[config.mk]
export PLATFORM = sky130hd
export DESIGN_NAME = nmea_sentence_gen
export DESIGN_NICKNAME = d
export VERILOG_FILES = /design/src/rtl/gps_nmea_pkg.sv /design/src/rtl/bin2bcd8.sv /design/src/rtl/nmea_sentence_gen.sv
export SDC_FILE = /design/constraint.sdc
export NUM_CORES = 1
export LEC_CHECK = 0
export ABC_AREA = 0
export CORE_MARGIN = 2
export CORE_UTILIZATION = 45
export CTS_CLUSTER_DIAMETER = 120
export CTS_CLUSTER_SIZE = 8
export DETAILED_ROUTE_END_ITERATION = 10
export SETUP_SLACK_MARGIN = 0.02
export SLEW_MARGIN = 0
export SYNTH_ARGS = -nofsm -noshare
export SYNTH_HDL_FRONTEND = slang
export SYNTH_SLANG_ARGS = --single-unit
[constraint.sdc]
create_clock -name clk -period 3.5 [get_ports clk]
set_input_delay 0.7 -clock clk [delete_from_list [all_inputs] [get_ports clk]]
set_output_delay 0.7 -clock clk [all_outputs]
set_load 0.005 [all_outputs]
[src/rtl/gps_nmea_pkg.sv]
// Shared NMEA definitions: ASCII symbols, numeric limits, sentence byte map
// and the sentence generator state type, common to the generator and parser.
package gps_nmea_pkg;

  localparam logic [7:0] ASCII_DOLLAR = 8'h24;
  localparam logic [7:0] ASCII_G      = 8'h47;
  localparam logic [7:0] ASCII_P      = 8'h50;
  localparam logic [7:0] ASCII_A      = 8'h41;
  localparam logic [7:0] ASCII_COMMA  = 8'h2C;
  localparam logic [7:0] ASCII_N      = 8'h4E;
  localparam logic [7:0] ASCII_S      = 8'h53;
  localparam logic [7:0] ASCII_E      = 8'h45;
  localparam logic [7:0] ASCII_W      = 8'h57;
  localparam logic [7:0] ASCII_STAR   = 8'h2A;
  localparam logic [7:0] ASCII_CR     = 8'h0D;
  localparam logic [7:0] ASCII_LF     = 8'h0A;
  localparam logic [7:0] ASCII_ZERO   = 8'h30;

  localparam int          NMEA_DIGITS  = 8;
  localparam logic [31:0] NMEA_MAX_VAL = 32'd99999999;
  localparam int          BCD_W        = 4 * NMEA_DIGITS;
  localparam int          BCD_BIN_W    = 27;
  localparam int          BCD_CYCLES   = 27;

  // Byte positions inside "$GPGGA,,dddddddd,N,dddddddd,E*hh\r\n"
  localparam logic [5:0] IDX_LAT_FIRST = 6'd8;
  localparam logic [5:0] IDX_LAT_LAST  = 6'd15;
  localparam logic [5:0] IDX_NS        = 6'd17;
  localparam logic [5:0] IDX_LON_FIRST = 6'd19;
  localparam logic [5:0] IDX_LON_LAST  = 6'd26;
  localparam logic [5:0] IDX_EW        = 6'd28;
  localparam logic [5:0] IDX_STAR      = 6'd29;
  localparam logic [5:0] IDX_CS_HI     = 6'd30;
  localparam logic [5:0] IDX_CS_LO     = 6'd31;
  localparam logic [5:0] IDX_CR        = 6'd32;
  localparam logic [5:0] IDX_LF        = 6'd33;

  localparam int SENT_LEN_BASE = 32;
  localparam int SENT_LEN_CRLF = 34;

  typedef enum logic [1:0] {
    GEN_IDLE,
    GEN_CONVERT,
    GEN_EMIT
  } gen_state_e;

  function automatic logic [BCD_BIN_W-1:0] nmea_saturate(input logic [31:0] v);
    logic [31:0] s;
    s = (v > NMEA_MAX_VAL) ? NMEA_MAX_VAL : v;
    return s[BCD_BIN_W-1:0];
  endfunction

  function automatic logic [7:0] hex_char(input logic [3:0] n);
    return (n < 4'd10) ? (ASCII_ZERO + {4'h0, n}) : (8'h37 + {4'h0, n});
  endfunction

  // Digit position 0 is the most significant BCD digit
  function automatic logic [7:0] bcd_char(input logic [BCD_W-1:0] bcd, input logic [2:0] pos);
    logic [3:0] d;
    d = bcd[4*(3'd7 - pos) +: 4];
    return ASCII_ZERO + {4'h0, d};
  endfunction

endpackage

[src/rtl/bin2bcd8.sv]
// Sequential double-dabble: 27-bit binary to 8 packed BCD digits, one shift
// per cycle, result valid exactly 27 cycles after start.
module bin2bcd8
  import gps_nmea_pkg::*;
(
  input  logic                 clk,
  input  logic                 rst_n,
  input  logic                 start_i,
  input  logic [BCD_BIN_W-1:0] bin_i,
  output logic [BCD_W-1:0]     bcd_o,
  output logic                 done_o
);

  logic [BCD_BIN_W-1:0] bin_q, bin_d;
  logic [BCD_W-1:0]     bcd_q, bcd_d;
  logic [BCD_W-1:0]     adj;
  logic [4:0]           cnt_q, cnt_d;

  function automatic logic [3:0] add3(input logic [3:0] d);
    return (d >= 4'd5) ? (d + 4'd3) : d;
  endfunction

  always_comb begin
    adj = bcd_q;
    for (int i = 0; i < NMEA_DIGITS; i++) begin
      adj[4*i +: 4] = add3(bcd_q[4*i +: 4]);
    end
  end

  always_comb begin
    bin_d = bin_q;
    bcd_d = bcd_q;
    cnt_d = cnt_q;
    if (start_i) begin
      bin_d = bin_i;
      bcd_d = '0;
      cnt_d = 5'(BCD_CYCLES);
    end else if (cnt_q != 5'd0) begin
      {bcd_d, bin_d} = {adj, bin_q} << 1;
      cnt_d = cnt_q - 5'd1;
    end
  end

  always_ff @(posedge clk or negedge rst_n) begin
    if (!rst_n) begin
      bin_q <= '0;
      bcd_q <= '0;
      cnt_q <= '0;
    end else begin
      bin_q <= bin_d;
      bcd_q <= bcd_d;
      cnt_q <= cnt_d;
    end
  end

  assign bcd_o  = bcd_q;
  assign done_o = (cnt_q == 5'd0);

endmodule

[src/rtl/nmea_sentence_gen.sv]
// Formats a lat/lon pair as a $GPGGA sentence with XOR checksum and streams
// it byte-by-byte to the UART transmitter over valid/ready.
module nmea_sentence_gen
  import gps_nmea_pkg::*;
#(
  parameter bit EMIT_CRLF = 1'b1
) (
  input  logic        clk,
  input  logic        rst_n,
  input  logic        send_i,
  input  logic [31:0] latitude_i,
  input  logic [31:0] longitude_i,
  input  logic        lat_south_i,
  input  logic        lon_west_i,
  output logic [7:0]  uart_data_o,
  output logic        uart_valid_o,
  input  logic        uart_ready_i,
  output logic        busy_o,
  output logic        sent_o
);

  localparam int         NBYTES   = EMIT_CRLF ? SENT_LEN_CRLF : SENT_LEN_BASE;
  localparam logic [5:0] LAST_IDX = 6'(NBYTES - 1);

  gen_state_e state_q, state_d;
  logic [5:0] idx_q, idx_d;
  logic [7:0] csum_q, csum_d;
  logic       south_q, south_d;
  logic       west_q, west_d;
  logic       sent_q, sent_d;

  logic                 conv_start;
  logic [BCD_BIN_W-1:0] lat_sat, lon_sat;
  logic [BCD_W-1:0]     lat_bcd, lon_bcd;
  logic                 lat_done, lon_done;
  logic [7:0]           byte_mux;

  assign lat_sat = nmea_saturate(latitude_i);
  assign lon_sat = nmea_saturate(longitude_i);

  // Both converters load on the accept edge, so they also act as the input capture
  bin2bcd8 u_lat_bcd (
    .clk     (clk),
    .rst_n   (rst_n),
    .start_i (conv_start),
    .bin_i   (lat_sat),
    .bcd_o   (lat_bcd),
    .done_o  (lat_done)
  );

  bin2bcd8 u_lon_bcd (
    .clk     (clk),
    .rst_n   (rst_n),
    .start_i (conv_start),
    .bin_i   (lon_sat),
    .bcd_o   (lon_bcd),
    .done_o  (lon_done)
  );

  always_comb begin
    byte_mux = 8'h00;
    if (idx_q >= IDX_LAT_FIRST && idx_q <= IDX_LAT_LAST) begin
      byte_mux = bcd_char(lat_bcd, 3'(idx_q - IDX_LAT_FIRST));
    end else if (idx_q >= IDX_LON_FIRST && idx_q <= IDX_LON_LAST) begin
      byte_mux = bcd_char(lon_bcd, 3'(idx_q - IDX_LON_FIRST));
    end else begin
      case (idx_q)
        6'd0:                        byte_mux = ASCII_DOLLAR;
        6'd1, 6'd3, 6'd4:            byte_mux = ASCII_G;
        6'd2:                        byte_mux = ASCII_P;
        6'd5:                        byte_mux = ASCII_A;
        6'd6, 6'd7, 6'd16, 6'd18,
        6'd27:                       byte_mux = ASCII_COMMA;
        IDX_NS:                      byte_mux = south_q ? ASCII_S : ASCII_N;
        IDX_EW:                      byte_mux = west_q ? ASCII_W : ASCII_E;
        IDX_STAR:                    byte_mux = ASCII_STAR;
        IDX_CS_HI:                   byte_mux = hex_char(csum_q[7:4]);
        IDX_CS_LO:                   byte_mux = hex_char(csum_q[3:0]);
        IDX_CR:                      byte_mux = ASCII_CR;
        IDX_LF:                      byte_mux = ASCII_LF;
        default:                     byte_mux = 8'h00;
      endcase
    end
  end

  // Checksum folds in every transferred byte strictly between '$' and '*'
  always_comb begin
    state_d    = state_q;
    idx_d      = idx_q;
    csum_d     = csum_q;
    south_d    = south_q;
    west_d     = west_q;
    sent_d     = 1'b0;
    conv_start = 1'b0;
    case (state_q)
      GEN_IDLE: begin
        if (send_i) begin
          state_d    = GEN_CONVERT;
          conv_start = 1'b1;
          south_d    = lat_south_i;
          west_d     = lon_west_i;
          csum_d     = 8'h00;
          idx_d      = 6'd0;
        end
      end
      GEN_CONVERT: begin
        if (lat_done && lon_done) begin
          state_d = GEN_EMIT;
        end
      end
      GEN_EMIT: begin
        if (uart_ready_i) begin
          if (idx_q != 6'd0 && idx_q < IDX_STAR) begin
            csum_d = csum_q ^ byte_mux;
          end
          if (idx_q == LAST_IDX) begin
            state_d = GEN_IDLE;
            idx_d   = 6'd0;
            sent_d  = 1'b1;
          end else begin
            idx_d = idx_q + 6'd1;
          end
        end
      end
      default: state_d = GEN_IDLE;
    endcase
  end

  always_ff @(posedge clk or negedge rst_n) begin
    if (!rst_n) begin
      state_q <= GEN_IDLE;
      idx_q   <= '0;
      csum_q  <= '0;
      south_q <= 1'b0;
      west_q  <= 1'b0;
      sent_q  <= 1'b0;
    end else begin
      state_q <= state_d;
      idx_q   <= idx_d;
      csum_q  <= csum_d;
      south_q <= south_d;
      west_q  <= west_d;
      sent_q  <= sent_d;
    end
  end

  assign uart_valid_o = (state_q == GEN_EMIT);
  assign uart_data_o  = (state_q == GEN_EMIT) ? byte_mux : 8'h00;
  assign busy_o       = (state_q != GEN_IDLE);
  assign sent_o       = sent_q;

endmodule

==> impl_metrics.py <==
# Generated from Yosys and OpenROAD reports
metrics = {
    "yosys": {
        "yosys_area_mm2": 0.00888,
        "yosys_warnings": 0,
        "synth.cellmix.adderShare_pct": 6.03,
        "flop_cell": "dfrtp_1",
        "seq_area_frac_synth_pct": 41.1,
        "synth_area_per_cell_um2": 8.29,
        "async_flop_share_pct": 100,
        "ys_sh_simple_pct": 21.1,
        "synth.logic.top_family": "simple AND/OR/NAND/NOR gates",
        "synthCells": 1071,
        "ys_cells": 1071,
        "synthAoiAreaFrac_pct": 17.5,
    },
    "sta": {
        "clock_skew_ns": 0.0203,
        "min_period_ns": 3.43,
        "tns_ns": 0,
        "slew_headroom_pct": 29.7,
        "rsz0062_at_grt": "true",
        "period_used_pct": 98.1,
        "hold_viol_final": 0,
        "tightest_slew_ns": 1.05,
        "final-setup-viol-count": 0,
        "drv_slew": 0,
        "fmax_ghz": 0.291,
    },
    "worst_setup_path": {
        "max_stage_delay_ns": 0.51,
        "startpoint_type": "register",
        "crit_chain": "inv_2, buf_8, ha_4, nor3_1, or4_1, nand4_1, a211o_1, and2_1, clkdlybuf4s50_1",
        "crit_fanout": 10,
        "setup.worst_path.start": "idx_q[0]",
        "timing.rr.start": "idx_q[0]",
        "critPathKind": "register to output pin",
        "cp.required_ns": 2.80,
        "r2r-end": "csum_q[2]",
        "reg2regPathDepth": 11,
    },
    "place": {
        "place_ws_ns": 0.220,
        "dp_hpwl_um": 15300,
        "gp_congestion": 0.902,
        "postPlaceCellArea_mm2": 0.0100,
    },
    "clocking": {
        "cts.path.max_buffers": 2,
        "cts.clk_slew.worst_paths_ns": 0.07,
        "cts_buffers": 17,
        "postCtsHoldBufs": 0,
        "clock_latency_ns": 0.44,
        "cts_root_buf": "clkbuf_16",
        "cts_max_level": 4,
        "clock_sinks": 146,
    },
    "floorplanning": {
        "chipArea_mm2": 0.0209,
        "initCoreUtil_pct": 45.8,
        "coreArea_mm2": 0.0194,
        "fp.dieH_um": 145,
    },
    "pwr": {
        "power_frac_clock_pct": 24.4,
        "switching_power_mw": 3.06,
        "p_leak_nw": 4.70,
        "vdd_ir_drop_max_mv": 0.345,
        "powerDensity_mw_per_mm2": 731,
        "p_sw_share_pct": 38.4,
        "internal_power_mw": 4.90,
        "pwr-share-seq_pct": 37.7,
        "p_comb_share_pct": 37.9,
    },
    "routing": {
        "drt_iter0_drc": 413,
        "wirelength_um": 22500,
        "ant_nets": 0,
        "dr.pass1.iters": 5,
        "vias_per_cell": 5.51,
        "drc": 0,
    },
    "global_routing": {
        "grt_util_all_layers_pct": 22.6,
        "grt_overflow": 0,
        "grt_pass1_wl_um": 37600,
        "grt_max_degree": 63,
        "antenna_found_initial": 0,
    },
    "job": {
        "warnings": 50,
        "drv_cap": 0,
    },
    "run_status": {
        "status": "finished, final reports clean",
    },
    "final_layout": {
        "design_area_mm2": 0.0109,
        "drive_above_1_share_pct": 10.9,
        "most-common-layout-cells": "nand2_1, dfrtp_1, a21oi_1, nor2_1, clkdlybuf4s50_1",
        "antennaDiodeCount": 0,
    },
    "min_path": {
        "hp-class": "input pin to asynchronous set/reset pin",
    },
}
==> metrics by stage <==
stage               instances  hold slack (ns)  power [mW]  util [%]
global placement         1384            0.493        5.91      51.6
detailed placement       1384            0.503        6.00      51.6
finish                   1422            0.225        7.96      56.1
floorplan                1071            0.404        5.17         -
global route             1422            0.289        8.65      56.1
CTS                      1417            0.267        8.00      55.3
==> layer usage <==
metal / part of all wire, % / vias up / GRT usage, %
met4: 1.1 / 0 / 6.34
met5: 0 / - / 0
li1: - / 3849 / -
met3: 4.0 / 23 / 3.77
met1: 50 / 3765 / 33.8
met2: 45 / 195 / 33.7
==> worst max-delay path, delay by kind of cell (launching register included) <==
kind | cells | cell delay (ns)
flops | 1 | 0.44
simple gates | 4 | 0.82
fa+ha+maj | 1 | 0.15
compound gates | 1 | 0.14
buf+inv | 3 | 0.77
==> flip-flops by register name, summed over array words and instances, names as in the netlist <==
register,flops
csum_q,7
idx_q,6
sent_o,1
south_q,1
state_q,2
u_lat_bcd.bcd_o,32
u_lat_bcd.bin_q,27
u_lat_bcd.cnt_q,5
u_lon_bcd.bcd_o,32
u_lon_bcd.bin_q,27
u_lon_bcd.cnt_q,5
west_q,1
==> cells in the mapped netlist (4+ instances only) <==
cell / instances / area, um2
a211o_1: 5 / 43.8
a211oi_1: 8 / 60.1
a21oi_1: 103 / 515
a31oi_1: 43 / 269
buf_2: 7 / 35.0
clkbuf_1: 49 / 184
dfrtp_1: 146 / 3650
ha_1: 42 / 526
inv_1: 53 / 199
mux2_2: 7 / 78.8
mux2i_1: 19 / 190
mux4_2: 10 / 225
nand2_1: 205 / 769
nand2b_1: 24 / 150
nand3_1: 32 / 160
nand4_1: 4 / 25.0
nor2_1: 99 / 372
nor2b_1: 5 / 31.3
nor3_1: 24 / 120
o21ai_0: 68 / 340
o22ai_1: 9 / 56.3
o31ai_1: 6 / 45.0
or3_1: 7 / 43.8
xnor2_1: 20 / 175
xor2_1: 14 / 123
==> cell type report <==
class,count,area [um2],area share (%)
timing repair buffer,115,1100,10.1
inverter,54,203,1.86
tap,265,332,3.05
clock inverter,15,195,1.79
multi-input combinational,810,4960,45.6
clock buffer,17,425,3.91
sequential,146,3660,33.6
==> worst min-delay path by stage <==
stage                     endpoint  slack, ns  cells after the start
2_1_floorplan            csum_q[0]       0.40                      0
3_3_place_gp    u_lon_bcd.bin_q[0]       0.49                      2
3_5_place_dp    u_lat_bcd.bin_q[0]       0.50                      2
4_1_cts        u_lon_bcd.bin_q[21]       0.27                      1
5_1_grt        u_lon_bcd.bin_q[15]       0.29                      1
6_report       u_lon_bcd.bin_q[14]       0.23                      1
==> what timing repair did <==
item,4_1_cts,5_1_grt
setup buffers,1,5
gates resized,18,27
setup endpoints to repair,7,7
pin swaps,1,5
endpoints found under the hold margin,0,0
==> power groups by stage <==
stage | sequential [mW] | clock (mW) | combinational (mW)
2_1_floorplan | 2.77 | 0 | 2.40
3_3_place_gp | 3.01 | 0 | 2.90
6_report | 3.00 | 1.94 | 3.02
3_5_place_dp | 3.01 | 0 | 2.99
4_1_cts | 2.99 | 1.98 | 3.02
5_1_grt | 3.10 | 2.05 | 3.49
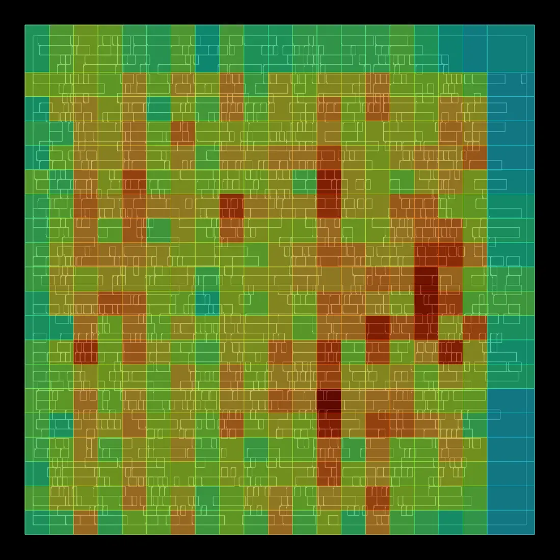
Fig. 1. Routing congestion map.
post-DR wirelength/cell: 15.8 um
GR Layer Usage met2: 33.7%
gr busiest metal: met1
met1 Use GR: 33.8%

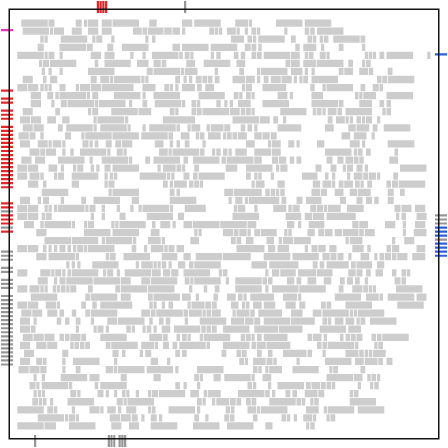
Fig. 2. I/O pins on the die edge.
Pins as bars across the die edge, other pins in gray.
red -> latitude_i  # pins 32, direction input, edge 28 left, 4 top
blue -> uart_data_o  # pins 8, direction output, edge right
magenta -> clk  # pins 1, direction input, edge left
all pins by edge = 57 left, 12 right, 7 bottom, 5 top

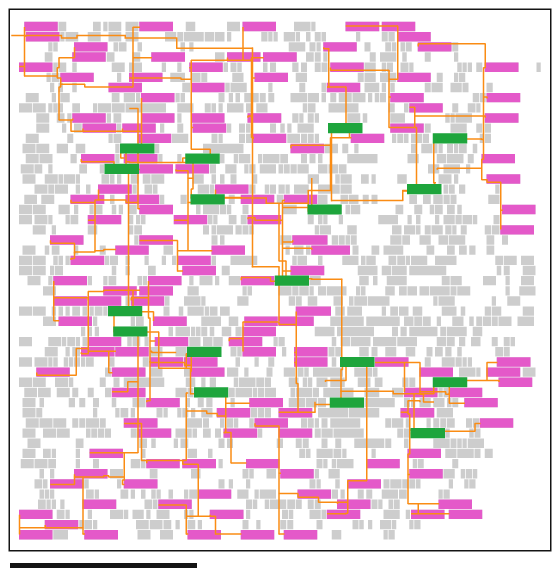
Fig. 3. Routed clock nets over the placement.
The bar under the picture is 50 um long.
orange -> clock wires  # length 2080 um
magenta -> flip-flops  # count 146
green -> cells driving clock nets  # count 17
routed clock nets = 18
flops lie = all over the die

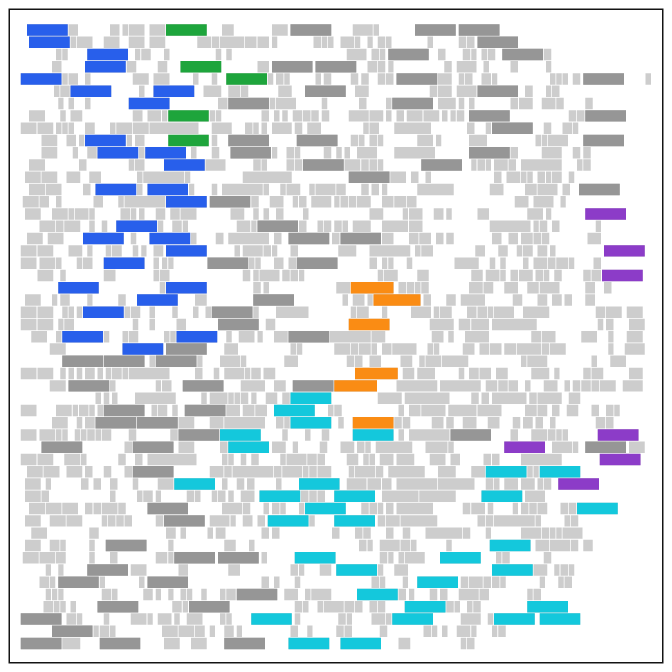
Fig. 4. Sequential cells colored by netlist name.
Other sequential cells in the stronger gray, the rest of the logic in the fainter gray.
blue -> u_lat_bcd.bin_q  # sequential cells 27
cyan -> u_lon_bcd.bcd_o  # sequential cells 32
green -> u_lat_bcd.cnt_q  # sequential cells 5, where top left
purple -> csum_q  # sequential cells 7
orange -> idx_q  # sequential cells 6, where middle
Power Sequential: 3.00 mW
storage element area: 0.00366 mm2
fin util: 56.1%

Power and IR drop assume default switching activity.
